**config.mk**
```make
export PLATFORM = sky130hd
export DESIGN_NAME = sevseg_reader
export DESIGN_NICKNAME = d
export VERILOG_FILES = /design/src/rtl/sevseg_pkg.sv /design/src/rtl/sevseg_sync_stable.sv /design/src/rtl/sevseg_reader.sv
export SDC_FILE = /design/constraint.sdc
export NUM_CORES = 1
export LEC_CHECK = 0
export ABC_AREA = 1
export CORE_MARGIN = 1
export CORE_UTILIZATION = 45
export DETAILED_ROUTE_END_ITERATION = 10
export PLACE_DENSITY_LB_ADDON = 0.12
export REMOVE_ABC_BUFFERS = 1
export SYNTH_ARGS = -nofsm -noshare
export SYNTH_HDL_FRONTEND = slang
export SYNTH_SLANG_ARGS = --single-unit
export TNS_END_PERCENT = 20
```
**constraint.sdc**
```tcl
create_clock -name clk -period 4.3 [get_ports clk]
set_input_delay 0.645 -clock clk [delete_from_list [all_inputs] [get_ports clk]]
set_output_delay 0.645 -clock clk [all_outputs]
set_load 0.005 [all_outputs]
```
**src/rtl/sevseg_pkg.sv**
```systemverilog
// rtl/sevseg_pkg.sv - seven-segment pattern constants, FSM states and digit decode
package sevseg_pkg;

    localparam logic [6:0] SEG_0     = 7'h40;
    localparam logic [6:0] SEG_1     = 7'h79;
    localparam logic [6:0] SEG_2     = 7'h24;
    localparam logic [6:0] SEG_3     = 7'h30;
    localparam logic [6:0] SEG_4     = 7'h19;
    localparam logic [6:0] SEG_5     = 7'h12;
    localparam logic [6:0] SEG_6     = 7'h02;
    localparam logic [6:0] SEG_7     = 7'h78;
    localparam logic [6:0] SEG_8     = 7'h00;
    localparam logic [6:0] SEG_9     = 7'h10;
    localparam logic [6:0] SEG_A     = 7'h08;
    localparam logic [6:0] SEG_B     = 7'h03;
    localparam logic [6:0] SEG_C     = 7'h46;
    localparam logic [6:0] SEG_D     = 7'h21;
    localparam logic [6:0] SEG_E     = 7'h06;
    localparam logic [6:0] SEG_F     = 7'h0E;
    localparam logic [6:0] SEG_BLANK = 7'h7F;

    typedef enum logic [1:0] {
        ST_IDLE,
        ST_SETTLE,
        ST_PRESENT
    } state_t;

    // Returns {err, hex}; anything that is not one of the 16 digits is an error with hex 0.
    function automatic logic [4:0] seg_decode(input logic [6:0] pat);
        case (pat)
            SEG_0:   return 5'h00;
            SEG_1:   return 5'h01;
            SEG_2:   return 5'h02;
            SEG_3:   return 5'h03;
            SEG_4:   return 5'h04;
            SEG_5:   return 5'h05;
            SEG_6:   return 5'h06;
            SEG_7:   return 5'h07;
            SEG_8:   return 5'h08;
            SEG_9:   return 5'h09;
            SEG_A:   return 5'h0A;
            SEG_B:   return 5'h0B;
            SEG_C:   return 5'h0C;
            SEG_D:   return 5'h0D;
            SEG_E:   return 5'h0E;
            SEG_F:   return 5'h0F;
            default: return 5'h10;
        endcase
    endfunction

endpackage

```
**src/rtl/sevseg_sync_stable.sv**
```systemverilog
// rtl/sevseg_sync_stable.sv - two-flop synchronizer plus saturating stability counter
module sevseg_sync_stable
    import sevseg_pkg::*;
#(
    parameter int STABLE_CYCLES = 4
) (
    input  logic       clk,
    input  logic       reset,
    input  logic [6:0] seg_n_i,
    output logic [6:0] sync_pat_o,
    output logic       stable_o
);

    localparam logic [7:0] CNT_MAX = 8'(STABLE_CYCLES);

    logic [6:0] meta_q;
    logic [6:0] sync_q;
    logic [7:0] cnt_q;
    logic [7:0] cnt_d;

    // meta_q differing from sync_q means sync_q changes on this edge.
    always_comb begin
        cnt_d = cnt_q;
        if (meta_q != sync_q) begin
            cnt_d = 8'd0;
        end else if (cnt_q != CNT_MAX) begin
            cnt_d = cnt_q + 8'd1;
        end
    end

    always_ff @(posedge clk or posedge reset) begin
        if (reset) begin
            meta_q <= SEG_BLANK;
            sync_q <= SEG_BLANK;
            cnt_q  <= 8'd0;
        end else begin
            meta_q <= seg_n_i;
            sync_q <= meta_q;
            cnt_q  <= cnt_d;
        end
    end

    assign sync_pat_o = sync_q;
    assign stable_o   = (cnt_q == CNT_MAX);

endmodule

```
**src/rtl/sevseg_reader.sv**
```systemverilog
// rtl/sevseg_reader.sv - reads a seven-segment display and reports each new stable digit
module sevseg_reader
    import sevseg_pkg::*;
#(
    parameter int STABLE_CYCLES = 4
) (
    input  logic       clk,
    input  logic       reset,
    input  logic [6:0] seg_n,
    input  logic       out_ready,
    output logic       out_valid,
    output logic [3:0] out_hex,
    output logic       out_err,
    output logic [7:0] err_count
);

    state_t     state_q, state_d;
    logic [6:0] last_pat_q, last_pat_d;
    logic [3:0] hex_q, hex_d;
    logic       err_q, err_d;
    logic [7:0] err_cnt_q, err_cnt_d;
    logic [6:0] sync_pat;
    logic       stable;
    logic [4:0] dec;

    sevseg_sync_stable #(
        .STABLE_CYCLES (STABLE_CYCLES)
    ) u_sync (
        .clk        (clk),
        .reset      (reset),
        .seg_n_i    (seg_n),
        .sync_pat_o (sync_pat),
        .stable_o   (stable)
    );

    assign dec = seg_decode(sync_pat);

    always_comb begin
        state_d    = state_q;
        last_pat_d = last_pat_q;
        hex_d      = hex_q;
        err_d      = err_q;
        err_cnt_d  = err_cnt_q;
        case (state_q)
            ST_IDLE: begin
                if (sync_pat != last_pat_q) begin
                    state_d = ST_SETTLE;
                end
            end
            ST_SETTLE: begin
                if (sync_pat == last_pat_q) begin
                    state_d = ST_IDLE;
                end else if (stable) begin
                    // A settled blank re-arms the same digit without producing a report.
                    last_pat_d = sync_pat;
                    if (sync_pat == SEG_BLANK) begin
                        state_d = ST_IDLE;
                    end else begin
                        state_d = ST_PRESENT;
                        hex_d   = dec[3:0];
                        err_d   = dec[4];
                    end
                end
            end
            ST_PRESENT: begin
                if (out_ready) begin
                    state_d = ST_IDLE;
                    if (err_q && (err_cnt_q != 8'hFF)) begin
                        err_cnt_d = err_cnt_q + 8'd1;
                    end
                end
            end
            default: state_d = ST_IDLE;
        endcase
    end

    always_ff @(posedge clk or posedge reset) begin
        if (reset) begin
            state_q    <= ST_IDLE;
            last_pat_q <= SEG_BLANK;
            hex_q      <= 4'd0;
            err_q      <= 1'b0;
            err_cnt_q  <= 8'd0;
        end else begin
            state_q    <= state_d;
            last_pat_q <= last_pat_d;
            hex_q      <= hex_d;
            err_q      <= err_d;
            err_cnt_q  <= err_cnt_d;
        end
    end

    assign out_valid = (state_q == ST_PRESENT);
    assign out_hex   = hex_q;
    assign out_err   = err_q;
    assign err_count = err_cnt_q;

endmodule

```
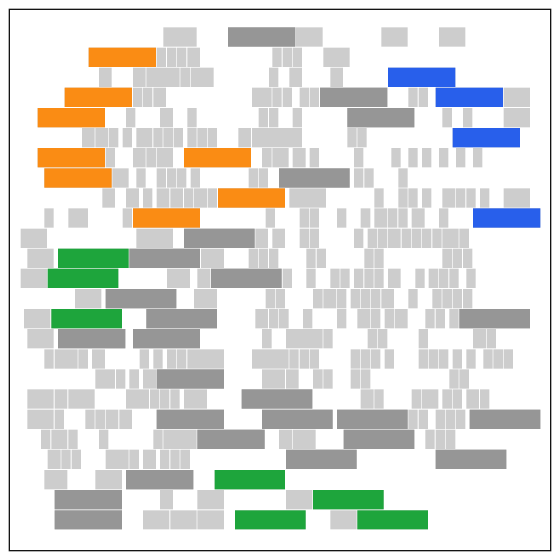
(sequential cells coloured by netlist name)
[u_sync.meta_q] green | placed flops: 7
[u_sync.cnt_q] orange | placed flops: 8 | where: top left
[out_hex] blue | placed flops: 4 | where: top right
not coloured: 25
power in sequential cells: 0.438 mW
fraction of standard cell area that is sequential: 42.4%
final core area utilization: 55.6%
sequential cell area: 1130 um2

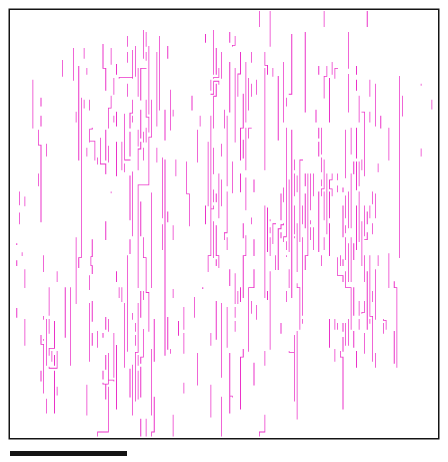
(met2 routing)
The bar under the picture is 20 um long.
share of all routed wire: 46%
main direction: vertical
GR Layer Usage met2: 30.6%
aggregate routed wire length: 4230 um

==> run_summary.xml <==
<?xml version="1.0" encoding="UTF-8"?>
<metrics>
  <group name="synthesis">
    <metric name="yosys_chip_area" unit="um2">2270</metric>
    <metric name="synth_async_sr_flop_share" unit="%">100</metric>
    <metric name="synth-xor-area-share" unit="%">4.24</metric>
    <metric name="synth.mux.area_fraction" unit="%">0</metric>
    <metric name="yosysSeqAreaShare" unit="%">49.7</metric>
    <metric name="top_area_share" unit="%">25.4</metric>
    <metric name="synth-warning-count" unit="">0</metric>
    <metric name="yosys-stat-cells" unit="">300</metric>
    <metric name="avgSynthCellArea" unit="um2">7.57</metric>
    <metric name="yosys-top-cells-area" unit="">dfrtp_1 25%, dfstp_2 24%, nand2_1 18%</metric>
    <metric name="synth.most_common_cell" unit="">nand2_1</metric>
    <metric name="netlist_logic_family_top" unit="">simple AND/OR/NAND/NOR gates</metric>
    <metric name="post_synth_inst_count" unit="">300</metric>
    <metric name="yosys.area_share.aoi" unit="%">5.51</metric>
    <metric name="mappedNetlistArea" unit="um2">2270</metric>
    <metric name="synth-simple-area-share" unit="%">32.1</metric>
    <metric name="adder_share" unit="%">1.65</metric>
    <metric name="yosys-top-cells-count" unit="">109 x nand2_1, 42 x nor2_1, 33 x inv_1</metric>
    <metric name="synthDominantAreaCellType" unit="">dfrtp_1</metric>
    <metric name="synth_flop_type" unit="">dfrtp_1</metric>
    <metric name="enable_flop_cells" unit="">0</metric>
    <metric name="synth_cell_types" unit="">22</metric>
    <metric name="synth-seq-cells" unit="">44</metric>
  </group>
  <group name="finish">
    <metric name="mi_logic_area" unit="um2">988</metric>
    <metric name="comb_cells" unit="">217</metric>
    <metric name="num-clock-buffers" unit="">7</metric>
    <metric name="fillers" unit="">465</metric>
    <metric name="final_layout_size_suffix_gt1_share" unit="%">10.6</metric>
    <metric name="clock_area_share" unit="%">3.06</metric>
    <metric name="biggestCellCategory" unit="">sequential cells</metric>
    <metric name="buffer_area_share" unit="%">8.93</metric>
    <metric name="antenna-diode-count" unit="">0</metric>
    <metric name="area_delta_synth_final" unit="%">17.3</metric>
    <metric name="comb_total_area" unit="%">37.1</metric>
    <metric name="num-nonclk-buffers" unit="">24</metric>
    <metric name="finish.instance_area" unit="um2">2660</metric>
    <metric name="most-common-layout-cells" unit="">109 x nand2_1, 42 x nor2_1, 33 x inv_1</metric>
    <metric name="layout.nets" unit="">343</metric>
    <metric name="finish.cell_count_without_fillers" unit="">398</metric>
    <metric name="sequential_cell_total" unit="">44</metric>
  </group>
  <group name="clocking">
    <metric name="post_cts.repair.setup_buffers" unit="">0</metric>
    <metric name="cts_inserted_buffers" unit="">5</metric>
    <metric name="clk_root_buffer_cell" unit="">clkbuf_8</metric>
    <metric name="htree_num_levels" unit="">2</metric>
    <metric name="clock_tree_from_tritoncts" unit="">yes</metric>
    <metric name="clock_tree_buffer_depth" unit="">2</metric>
    <metric name="count_of_hold_buffers_inserted_by_post_cts_repair" unit="">0</metric>
    <metric name="cts_sinks" unit="">44</metric>
    <metric name="post_cts_resize_count" unit="">0</metric>
    <metric name="worst_setup_hold_path_clk_slew" unit="ps">80</metric>
  </group>
  <group name="worst_hold_path">
    <metric name="worstHoldPathType" unit="">reg2reg</metric>
    <metric name="timing.hold.worst_path_depth" unit="">0</metric>
    <metric name="min-delay-start" unit="">u_sync.meta_q[4]$_DFF_PP1_</metric>
  </group>
  <group name="final_timing">
    <metric name="setup_ws" unit="ps">2330</metric>
    <metric name="finalClockSkew" unit="ps">4.93</metric>
    <metric name="achievable-frequency" unit="MHz">508</metric>
    <metric name="finalWorstPathRequiredPeriod" unit="ps">1970</metric>
    <metric name="tightest_slew" unit="ps">538</metric>
    <metric name="grt_setup_unrepaired" unit="">false</metric>
    <metric name="maxSlewHeadroom" unit="%">64.1</metric>
    <metric name="final-max-slew-violation-count" unit="">0</metric>
    <metric name="hold_viol_final" unit="">0</metric>
    <metric name="fin_crit_sh" unit="%">45.7</metric>
    <metric name="report.final.setup_viol" unit="">0</metric>
    <metric name="final.setup.tns" unit="ps">0</metric>
  </group>
  <group name="pwr">
    <metric name="internal-power" unit="mW">0.562</metric>
    <metric name="share_comb_of_total_power" unit="%">6.9</metric>
    <metric name="p_clk_share" unit="%">33.5</metric>
    <metric name="power.density_cell_area" unit="nW/um2">276</metric>
    <metric name="proportion_of_total_power_due_to_net_switching" unit="%">23.4</metric>
    <metric name="report.power.total" unit="mW">0.734</metric>
    <metric name="power-top-group" unit="">sequential cells</metric>
    <metric name="pg_clk" unit="mW">0.246</metric>
    <metric name="switchingPower" unit="mW">0.172</metric>
    <metric name="ir_drop" unit="V">0.000184</metric>
    <metric name="power_frac_seq" unit="%">59.6</metric>
    <metric name="cellLeakagePower" unit="nW">1.27</metric>
  </group>
  <group name="critical_path">
    <metric name="worstPathMaxFanout" unit="">2</metric>
    <metric name="critPathLaunch" unit="">state_q[1]$_DFFE_PP0P_</metric>
    <metric name="worst-setup-path-type" unit="">reg2out</metric>
    <metric name="capture_point_of_the_worst_path" unit="">out_valid</metric>
    <metric name="reg2reg_slack" unit="ps">2550</metric>
    <metric name="critical-path-max-stage-delay" unit="ps">510</metric>
    <metric name="worst_ep_arrival_time" unit="ps">1320</metric>
    <metric name="rr_worst_depth" unit="">9</metric>
    <metric name="setup.worst_path.start_class" unit="">flip-flop</metric>
    <metric name="cp_cell_sequence" unit="">inv_1 -&gt; nor2_1 -&gt; clkdlybuf4s50_1</metric>
    <metric name="worstReg2RegEnd" unit="">out_err$_DFFE_PP0P_</metric>
    <metric name="regToRegStartpoint" unit="">u_sync.sync_pat_o[0]$_DFF_PP1_</metric>
    <metric name="critical_path_buf_inv_count" unit="">2</metric>
    <metric name="crit_cells" unit="">3</metric>
    <metric name="worst_ep_required_time" unit="ps">3650</metric>
    <metric name="endpoint_kind" unit="">output port</metric>
    <metric name="crit_family" unit="">buffers and inverters</metric>
  </group>
  <group name="drt">
    <metric name="drtAntennaViolNets" unit="">0</metric>
    <metric name="topRoutingLayerUsed" unit="">met4</metric>
    <metric name="post_detailed_route_via_to_cell_ratio" unit="">4.69</metric>
    <metric name="drt-pass1-iter-count" unit="">4</metric>
    <metric name="wl_per_cell" unit="um">10.6</metric>
    <metric name="routedLengthMet1" unit="um">2110</metric>
    <metric name="drt_drc_violations_left" unit="">0</metric>
    <metric name="wl_met2" unit="um">1940</metric>
    <metric name="total_number_of_vias" unit="">1866</metric>
    <metric name="wire_length_on_met3" unit="um">143</metric>
    <metric name="drt_iter0_markers" unit="">75</metric>
  </group>
  <group name="die">
    <metric name="die.size.y" unit="um">73.0</metric>
    <metric name="chip_area" unit="um2">5330</metric>
    <metric name="initial_utilization" unit="%">47.4</metric>
    <metric name="die.size.x" unit="um">73.0</metric>
    <metric name="core_area" unit="um2">4790</metric>
    <metric name="tap-cell-count" unit="">67</metric>
    <metric name="row_count" unit="">25</metric>
    <metric name="ioPinCount" unit="">24</metric>
  </group>
  <group name="grt">
    <metric name="grt_busiest_layer" unit="">met2</metric>
    <metric name="antenna_found_initial" unit="">0</metric>
    <metric name="globalRoute.totalOverflow" unit="">0</metric>
    <metric name="combined_global_route_utilization_of_all_metal_layers" unit="%">19.3</metric>
    <metric name="grt_util_met1" unit="%">26.3</metric>
    <metric name="wire_length_of_the_first_global_routing_pass" unit="um">7890</metric>
    <metric name="maximum_number_of_pins_on_one_net_before_global_route_repair" unit="">45</metric>
    <metric name="global_route.usage.met3" unit="%">3.73</metric>
  </group>
  <group name="place">
    <metric name="dpl.hpwl" unit="um">3090</metric>
    <metric name="detailed_place.area" unit="um2">2580</metric>
    <metric name="pre_cts_ws" unit="ps">2160</metric>
    <metric name="buffer_ports.inserted" unit="">23</metric>
    <metric name="post-place-cells" unit="">390</metric>
    <metric name="place.gp.congestion" unit="">0.849</metric>
  </group>
  <group name="status">
    <metric name="status" unit="">complete, no violations</metric>
  </group>
  <group name="run">
    <metric name="timing.max_cap.violations" unit="">0</metric>
  </group>
</metrics>
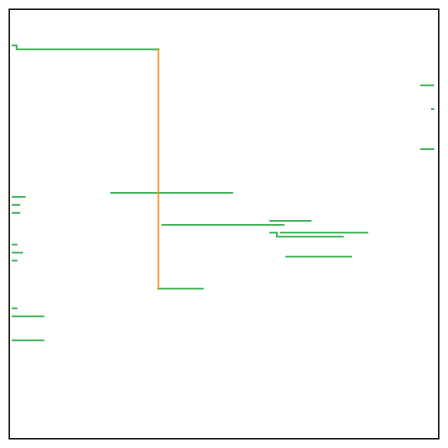
(routed metal, one colour a layer)
Only two layers are drawn.
[metal 4] orange | wire length: 40.8 um
[metal 3] green | wire length: 143 um

No activity file was given, so power comes from the tool's default toggle rates.
